File: src/rtl/alu_op_sequencer_if.sv
// Request, ALU-drive and response signals of the ALU op sequencer.
// master = sequencer side, slave = requester/ALU/consumer side.
interface alu_op_sequencer_if #(
  parameter int SIZE = 8
);
  logic              req_valid;
  logic              req_ready;
  logic [3:0]        req_command;
  logic [SIZE-1:0]   req_a;
  logic [SIZE-1:0]   req_b;
  logic              alu_enable;
  logic [3:0]        alu_command;
  logic [SIZE-1:0]   alu_a;
  logic [SIZE-1:0]   alu_b;
  logic              alu_overflow;
  logic [2*SIZE-1:0] alu_result;
  logic              rsp_valid;
  logic              rsp_ready;
  logic [2*SIZE-1:0] rsp_result;
  logic              rsp_overflow;
  logic              rsp_error;
  logic              busy;

  modport master (
    input  req_valid, req_command, req_a, req_b, alu_overflow, alu_result, rsp_ready,
    output req_ready, alu_enable, alu_command, alu_a, alu_b,
           rsp_valid, rsp_result, rsp_overflow, rsp_error, busy
  );

  modport slave (
    output req_valid, req_command, req_a, req_b, alu_overflow, alu_result, rsp_ready,
    input  req_ready, alu_enable, alu_command, alu_a, alu_b,
           rsp_valid, rsp_result, rsp_overflow, rsp_error, busy
  );
endinterface

File: src/rtl/alu_op_sequencer.sv
// Registered front-end for a combinational ALU: one request at a time, holds the
// ALU inputs for SETTLE_CYCLES with enable high, then returns the captured result.
module alu_op_sequencer #(
  parameter int SIZE          = 8,
  parameter int SETTLE_CYCLES = 1,
  parameter int MAX_CMD       = 6
) (
  input  logic                clk,
  input  logic                rst,
  alu_op_sequencer_if.master  bus
);
  typedef enum logic [1:0] {IDLE, SETTLE, RESP} state_t;

  localparam logic [3:0] MaxCmd  = 4'(MAX_CMD);
  localparam logic [3:0] CntInit = 4'(SETTLE_CYCLES - 1);

  state_t            state_q;
  logic [3:0]        cnt_q;
  logic              alu_en_q;
  logic [3:0]        alu_cmd_q;
  logic [SIZE-1:0]   alu_a_q;
  logic [SIZE-1:0]   alu_b_q;
  logic              rsp_vld_q;
  logic [2*SIZE-1:0] rsp_res_q;
  logic              rsp_ovf_q;
  logic              rsp_err_q;

  always_ff @(posedge clk or posedge rst) begin
    if (rst) begin
      state_q   <= IDLE;
      cnt_q     <= '0;
      alu_en_q  <= 1'b0;
      alu_cmd_q <= '0;
      alu_a_q   <= '0;
      alu_b_q   <= '0;
      rsp_vld_q <= 1'b0;
      rsp_res_q <= '0;
      rsp_ovf_q <= 1'b0;
      rsp_err_q <= 1'b0;
    end else begin
      case (state_q)
        IDLE: begin
          if (bus.req_valid) begin
            if (bus.req_command <= MaxCmd) begin
              alu_cmd_q <= bus.req_command;
              alu_a_q   <= bus.req_a;
              alu_b_q   <= bus.req_b;
              alu_en_q  <= 1'b1;
              cnt_q     <= CntInit;
              state_q   <= SETTLE;
            end else begin
              // Illegal opcode never reaches the ALU; answer with an error response.
              rsp_res_q <= '0;
              rsp_ovf_q <= 1'b0;
              rsp_err_q <= 1'b1;
              rsp_vld_q <= 1'b1;
              state_q   <= RESP;
            end
          end
        end
        SETTLE: begin
          if (cnt_q != 4'd0) begin
            cnt_q <= cnt_q - 4'd1;
          end else begin
            rsp_res_q <= bus.alu_result;
            rsp_ovf_q <= bus.alu_overflow;
            rsp_err_q <= 1'b0;
            rsp_vld_q <= 1'b1;
            alu_en_q  <= 1'b0;
            state_q   <= RESP;
          end
        end
        RESP: begin
          if (bus.rsp_ready) begin
            rsp_vld_q <= 1'b0;
            state_q   <= IDLE;
          end
        end
        default: state_q <= IDLE;
      endcase
    end
  end

  assign bus.req_ready    = (state_q == IDLE);
  assign bus.busy         = (state_q != IDLE);
  assign bus.alu_enable   = alu_en_q;
  assign bus.alu_command  = alu_cmd_q;
  assign bus.alu_a        = alu_a_q;
  assign bus.alu_b        = alu_b_q;
  assign bus.rsp_valid    = rsp_vld_q;
  assign bus.rsp_result   = rsp_res_q;
  assign bus.rsp_overflow = rsp_ovf_q;
  assign bus.rsp_error    = rsp_err_q;
endmodule
File: src/flat_wrapper.sv
// flat-port wrapper written by rule: the top's interface ports become plain ports
module alu_op_sequencer_flat 
#(
  parameter int SIZE          = 8,
  parameter int SETTLE_CYCLES = 1,
  parameter int MAX_CMD       = 6
)
  (clk, rst, bus_req_valid, bus_req_command, bus_req_a, bus_req_b, bus_alu_overflow, bus_alu_result, bus_rsp_ready, bus_req_ready, bus_alu_enable, bus_alu_command, bus_alu_a, bus_alu_b, bus_rsp_valid, bus_rsp_result, bus_rsp_overflow, bus_rsp_error, bus_busy);
  alu_op_sequencer_if #(.SIZE(SIZE)) bus_i ();
  input  logic clk;
  input  logic rst;
  input wire logic [$bits(bus_i.req_valid)-1:0] bus_req_valid;
  input wire logic [$bits(bus_i.req_command)-1:0] bus_req_command;
  input wire logic [$bits(bus_i.req_a)-1:0] bus_req_a;
  input wire logic [$bits(bus_i.req_b)-1:0] bus_req_b;
  input wire logic [$bits(bus_i.alu_overflow)-1:0] bus_alu_overflow;
  input wire logic [$bits(bus_i.alu_result)-1:0] bus_alu_result;
  input wire logic [$bits(bus_i.rsp_ready)-1:0] bus_rsp_ready;
  output wire logic [$bits(bus_i.req_ready)-1:0] bus_req_ready;
  output wire logic [$bits(bus_i.alu_enable)-1:0] bus_alu_enable;
  output wire logic [$bits(bus_i.alu_command)-1:0] bus_alu_command;
  output wire logic [$bits(bus_i.alu_a)-1:0] bus_alu_a;
  output wire logic [$bits(bus_i.alu_b)-1:0] bus_alu_b;
  output wire logic [$bits(bus_i.rsp_valid)-1:0] bus_rsp_valid;
  output wire logic [$bits(bus_i.rsp_result)-1:0] bus_rsp_result;
  output wire logic [$bits(bus_i.rsp_overflow)-1:0] bus_rsp_overflow;
  output wire logic [$bits(bus_i.rsp_error)-1:0] bus_rsp_error;
  output wire logic [$bits(bus_i.busy)-1:0] bus_busy;
  assign bus_i.req_valid = bus_req_valid;
  assign bus_i.req_command = bus_req_command;
  assign bus_i.req_a = bus_req_a;
  assign bus_i.req_b = bus_req_b;
  assign bus_i.alu_overflow = bus_alu_overflow;
  assign bus_i.alu_result = bus_alu_result;
  assign bus_i.rsp_ready = bus_rsp_ready;
  assign bus_req_ready = bus_i.req_ready;
  assign bus_alu_enable = bus_i.alu_enable;
  assign bus_alu_command = bus_i.alu_command;
  assign bus_alu_a = bus_i.alu_a;
  assign bus_alu_b = bus_i.alu_b;
  assign bus_rsp_valid = bus_i.rsp_valid;
  assign bus_rsp_result = bus_i.rsp_result;
  assign bus_rsp_overflow = bus_i.rsp_overflow;
  assign bus_rsp_error = bus_i.rsp_error;
  assign bus_busy = bus_i.busy;
  alu_op_sequencer #(.SIZE(SIZE), .SETTLE_CYCLES(SETTLE_CYCLES), .MAX_CMD(MAX_CMD)) u_core (.clk(clk), .rst(rst), .bus(bus_i));
endmodule
File: config.mk
export PLATFORM = sky130hd
export DESIGN_NAME = alu_op_sequencer_flat
export DESIGN_NICKNAME = d
export VERILOG_FILES = /design/src/rtl/alu_op_sequencer_if.sv /design/src/rtl/alu_op_sequencer.sv /design/src/flat_wrapper.sv
export SDC_FILE = /design/constraint.sdc
export NUM_CORES = 1
export LEC_CHECK = 0
export CAP_MARGIN = 0
export CORE_AREA = 2 2 70 72
export DETAILED_ROUTE_END_ITERATION = 10
export DIE_AREA = 0 0 72 74
export PLACE_DENSITY_LB_ADDON = 0.3
export SLEW_MARGIN = 20
export SYNTH_ARGS = -nofsm -noshare
export SYNTH_HDL_FRONTEND = slang
export SYNTH_SLANG_ARGS = --single-unit
File: constraint.sdc
create_clock -name clk -period 5 [get_ports clk]
set_input_delay 0.75 -clock clk [delete_from_list [all_inputs] [get_ports clk]]
set_output_delay 0.75 -clock clk [all_outputs]
set_load 0.01 [all_outputs]
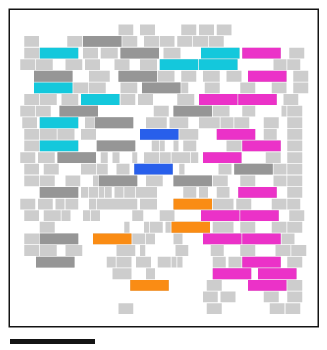
run_1/flops_by_reg.png
Scale bar: 20 um. Other sequential cells in the stronger gray, the rest of the logic in the fainter gray.
color	name in the netlist	placed flops
blue	`u_core.state_q`	2
cyan	`u_core.bus.alu_a`	8
magenta	`u_core.bus.rsp_result`	16
orange	`u_core.cnt_q`	4

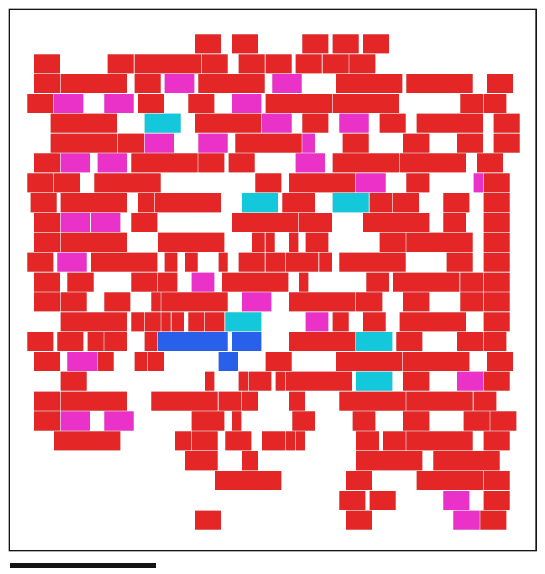
run_1/sizes.png
Scale bar: 20 um.
color	size	cells	share
cyan	_6 and larger	6	2.6%
magenta	_2 cells	27	12%
blue	_3 and _4 cells	3	1.3%
red	_0 and _1 cells	191	84%

==> impl_metrics.py, run 1 <==
# Synthesis and PnR figures
metrics = {
    "route": {
        "wl_met1_um": 1940,
        "drtIter0Drc": 93,
        "ant_nets": 0,
        "drc_errors": 0,
        "routedWlPerCell_um": 15.1,
        "via_per_inst": 5.17,
        "first_pass_iters": 4,
    },
    "min_path": {
        "hold_depth": 1,
        "holdPathEnd": "u_core.bus.alu_command[3]$_DFFE_PP0P_",
    },
    "grt": {
        "grt_max_degree": 47,
        "grt_use_met1": 0.230,
        "grt_use_met2": 0.259,
        "grt_util_all_layers": 0.169,
        "grt_overflow": 0,
        "top_usage_layer": "met2",
    },
    "power_and_ir_drop": {
        "power_density_nw_per_um2": 604,
        "p_leak_nw": 1.28,
        "ir_drop_v": 0.000273,
    },
    "layout": {
        "finalNetCount": 272,
        "lay_top_count": "clkdlybuf4s50_1",
        "n_antenna_cell": 0,
        "largest_reg_flops": 16,
        "post-route-util": 0.631,
        "syn2layout_area_growth_pct": 47.2,
        "mostFrequentLayoutCells": "82 x clkdlybuf4s50_1, 46 x dfrtp_1, 20 x mux2_2",
    },
    "synth": {
        "synthMuxAreaShare": 0.135,
        "ys_sh_simple": 0.0615,
        "syn_area_um2": 1970,
        "syn_inst": 144,
        "top_cell": "dfrtp_1",
        "ys_warn_count": 0,
        "syn_nets": 190,
        "adder_share": 0.0317,
        "logic_family": "AND-OR/OR-AND gates",
        "ys_seq_frac": 0.584,
        "top_cells_by_count": "46 x dfrtp_1, 20 x mux2_2, 14 x a22o_1",
        "synth.avg_cell_area_um2": 13.7,
        "flop_cell": "dfrtp_1",
        "yosysUniqueCellTypes": 34,
        "yosysTopAreaCell": "dfrtp_1",
        "synth-seq-cells": 46,
        "area_leaders": "dfrtp_1 58%, mux2_2 11%, a22o_1 6.2%, ha_1 3.2%, mux2i_1 2.0%",
    },
    "timing": {
        "relSlewSlack": 0.366,
        "hold_violations": 0,
        "tightest_slew_ns": 0.949,
        "setup_viol": 0,
        "post-route-period-util": 0.550,
        "tns_ns": 0,
        "rsz0062_at_grt": "no",
        "final.hold.worst_slack_ns": 0.496,
    },
    "worst_setup_path": {
        "path_delay_family": "simple AND/OR/NAND/NOR gates",
        "r2r-end": "u_core.bus.alu_a[3]$_DFFE_PP0P_",
        "crit_buf_inv": 1,
        "slowest_delay_ns": 0.75,
        "reg2reg_slack_ns": 2.58,
        "path_depth": 4,
        "critPathKind": "in -> reg",
        "r2r_start": "u_core.state_q[0]$_DFFE_PP0P_",
        "crit_slowest_cell": "nand3_1",
        "crit_fanout": 21,
        "cp-endpoint": "u_core.bus.alu_a[3]$_DFFE_PP0P_",
    },
    "placed_design": {
        "gp_congestion": 0.825,
        "pre_cts_slack_ns": 1.93,
        "hpwlAfterDp_um": 3030,
    },
    "job": {
        "cap_violations": 0,
        "warning_count": 29,
    },
    "clocking": {
        "cts_tree": "built",
        "htreeDepth": 2,
        "clk_pin_slew_worst_paths_ns": 0.08,
        "worstSkewPairLatency_ns": 0.29,
        "cts_setup_buffers": 0,
        "cts_hold_buf": 0,
        "cts_sinks": 46,
        "cts_root_buf": "clkbuf_8",
        "numCtsBuffers": 5,
        "cts.repair.resized": 0,
    },
    "floorplan": {
        "die_h_um": 74,
        "die_x_um": 72,
    },
    "run_status": {
        "status": "finished clean",
    },
}
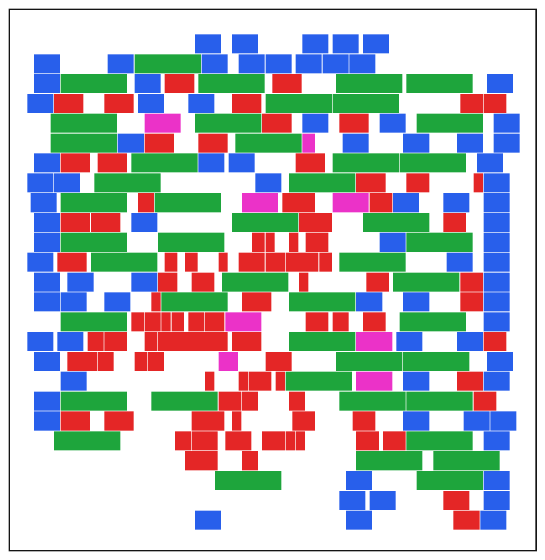
run_1/placement_by_type.png
color	class	cells	share of their area
green	flops	46	41%
magenta	clock drivers and dummy loads	8	3.4%
blue	other buffers and delay cells	82	29%
red	combinational and other logic	91	27%

run 1: layout make-up:
type,count,area (um2)
fillers,378,1700
flip-flops and latches,46,1150
repair buffers,82,821
multi-input cells,84,742
clock buffers,6,82.6
well taps,54,67.6
inverters,7,26.3
clock inverters,2,12.5
run 1: where the power goes:
| part | internal, mW | switching [mW] |
|---|---|---|
| sequential | 0.542 | 0.0974 |
| clock | 0.111 | 0.123 |
| combinational | 0.511 | 0.367 |
| total | 1.16 | 0.588 |
run 1: worst reg2reg max path, delay by kind of cell, from the launching register on:
kind / cells / cell delay (ns)
flip-flops: 1 / 0.41
buffers and inverters: 1 / 0.09
AND/OR/NAND/NOR: 1 / 0.79
multiplexers: 1 / 0.56
adder cells (fa/ha/maj): 1 / 0.46
--- run 2 (diff from run 1) ---
--- a/config.mk
+++ b/config.mk
@@ -6,9 +6,9 @@
 export NUM_CORES = 1
 export LEC_CHECK = 0
 export CAP_MARGIN = 0
-export CORE_AREA = 2 2 70 72
+export CORE_AREA = 2 2 76 78
 export DETAILED_ROUTE_END_ITERATION = 10
-export DIE_AREA = 0 0 72 74
+export DIE_AREA = 0 0 78 80
 export PLACE_DENSITY_LB_ADDON = 0.3
 export SLEW_MARGIN = 20
 export SYNTH_ARGS = -nofsm -noshare
==> constraint.sdc (replaced) <==
create_clock -name clk -period 2.3 [get_ports clk]
set_input_delay 0.345 -clock clk [delete_from_list [all_inputs] [get_ports clk]]
set_output_delay 0.345 -clock clk [all_outputs]
set_load 0.01 [all_outputs]
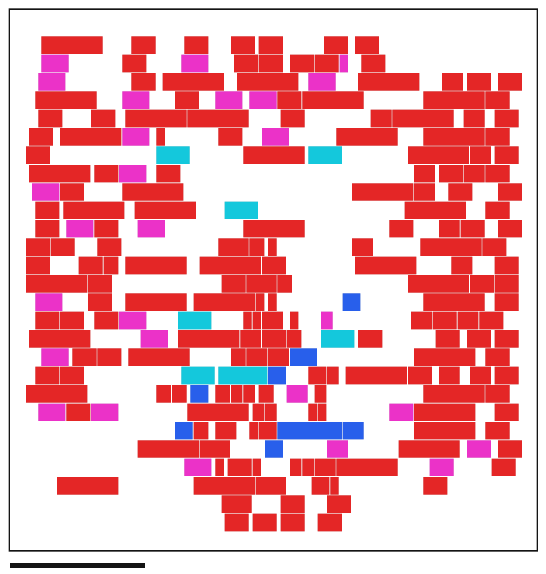
run_2/sizes.png
Scale bar: 20 um.
color	size	cells	share	most used
magenta	_2 cells	27	12%	mux2_2
cyan	_6 and larger	7	3.0%	clkbuf_8
red	_0 and _1 cells	191	82%	clkdlybuf4s50_1
blue	_3 and _4 cells	8	3.4%	buf_4

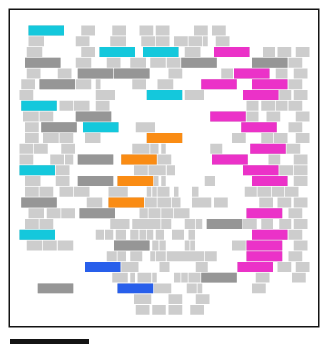
run_2/flops_by_reg.png
Scale bar: 20 um. Other sequential cells in the stronger gray, the rest of the logic in the fainter gray.
color	name in the netlist	placed flops
cyan	`u_core.bus.alu_a`	8
blue	`u_core.state_q`	2
magenta	`u_core.bus.rsp_result`	16
orange	`u_core.cnt_q`	4
not colored	16

==> impl_metrics.py, run 2 <==
# Synthesis and PnR figures
metrics = {
    "run_status": {
        "status": "finished clean",
    },
    "timing": {
        "setup_viol": 0,
        "post-route-period-util": 0.953,
        "final.hold.worst_slack_ns": 0.408,
        "rsz0062_at_grt": "no",
        "tightest_slew_ns": 0.713,
        "relSlewSlack": 0.525,
        "hold_violations": 0,
    },
    "layout": {
        "signal_buffers": 88,
        "lay_top_count": "clkdlybuf4s50_1",
        "seq_share": 0.386,
        "nMultiInputCombCells": 84,
        "comb_share": 0.250,
        "mostFrequentLayoutCells": "82 x clkdlybuf4s50_1, 46 x dfrtp_1, 20 x mux2_2",
        "largestClassByArea": "registers",
        "n_antenna_cell": 0,
        "clockBufferCount": 7,
        "fillCellCount": 482,
        "seq_cells": 46,
        "post-route-util": 0.552,
        "syn2layout_area_growth_pct": 51.2,
        "largest_reg_flops": 16,
        "finalNetCount": 278,
        "comb_area_um2": 744,
    },
    "route": {
        "wl_met1_um": 1970,
        "ant_nets": 0,
        "drc_errors": 0,
        "first_pass_iters": 3,
        "via_per_inst": 4.76,
        "routedWlPerCell_um": 13.8,
        "drtIter0Drc": 30,
    },
    "job": {
        "cap_violations": 0,
        "warning_count": 29,
    },
    "synth": {
        "syn_nets": 190,
        "yosysUniqueCellTypes": 34,
        "synth.avg_cell_area_um2": 13.7,
        "area_leaders": "dfrtp_1 58%, mux2_2 11%, a22o_1 6.2%, ha_1 3.2%, mux2i_1 2.0%",
        "syn_inst": 144,
        "synth-seq-cells": 46,
        "yosysTopAreaCell": "dfrtp_1",
        "top_cells_by_count": "46 x dfrtp_1, 20 x mux2_2, 14 x a22o_1",
        "ys_warn_count": 0,
        "flop_cell": "dfrtp_1",
        "syn_area_um2": 1970,
    },
    "grt": {
        "grt_max_degree": 27,
        "grt_use_met1": 0.178,
        "grt_util_all_layers": 0.143,
        "top_usage_layer": "met2",
        "grt_use_met2": 0.226,
        "grt_overflow": 0,
    },
    "power_and_ir_drop": {
        "power_density_nw_per_um2": 1290,
        "switching_power_mw": 1.26,
        "ir_drop_v": 0.000565,
        "power_frac_seq": 0.362,
        "p_leak_nw": 1.31,
        "p_sw_frac": 0.329,
        "power_frac_clock": 0.129,
        "comb_power_share": 0.509,
        "p_int_mw": 2.57,
    },
    "clocking": {
        "cts.repair.resized": 1,
        "numCtsBuffers": 5,
        "cts_root_buf": "clkbuf_8",
        "worstSkewPairLatency_ns": 0.29,
        "cts_tree": "built",
        "htreeDepth": 2,
        "cts_hold_buf": 0,
        "clk_pin_slew_worst_paths_ns": 0.08,
        "cts_setup_buffers": 0,
    },
    "placed_design": {
        "gp_congestion": 0.730,
        "hpwlAfterDp_um": 3060,
        "pre_cts_slack_ns": -0.0968,
    },
    "floorplan": {
        "taps": 72,
        "die_h_um": 80,
    },
    "worst_setup_path": {
        "reg2reg_slack_ns": 0.14,
        "slowest_delay_ns": 0.55,
        "crit_buf_inv": 4,
        "path_delay_family": "buffers and inverters",
        "cp-endpoint": "bus_busy",
        "r2r_start": "u_core.cnt_q[0]$_DFFE_PP0P_",
        "r2r-end": "u_core.bus.rsp_result[11]$_DFFE_PP0P_",
        "critPathKind": "reg -> out",
        "crit_fanout": 7,
        "path_depth": 5,
    },
}
==> run 2: power by group through the flow <==
stage	Sequential [mW]	Combinational (mW)	Clock [mW]
after floorplan	1.51	0.877	0
after global placement	1.39	1.93	0
after detailed placement	1.40	1.96	0
final	1.39	1.95	0.495
after global routing	1.44	2.12	0.552
after CTS	1.39	1.97	0.523
==> run 2: logic make-up (layout without fill, tap and decap cells) <==
kind of cell | count (synthesis) | after routing | share of synthesized area
compound gates | 35 | 35 | 0.148
fa+ha+maj | 5 | 5 | 0.0317
simple gates | 20 | 20 | 0.0615
flops | 46 | 46 | 0.584
buf+inv | 14 | 103 | 0.0400
mux | 24 | 24 | 0.135
Power figures rest on the tool's default switching activity, not on a simulated workload.
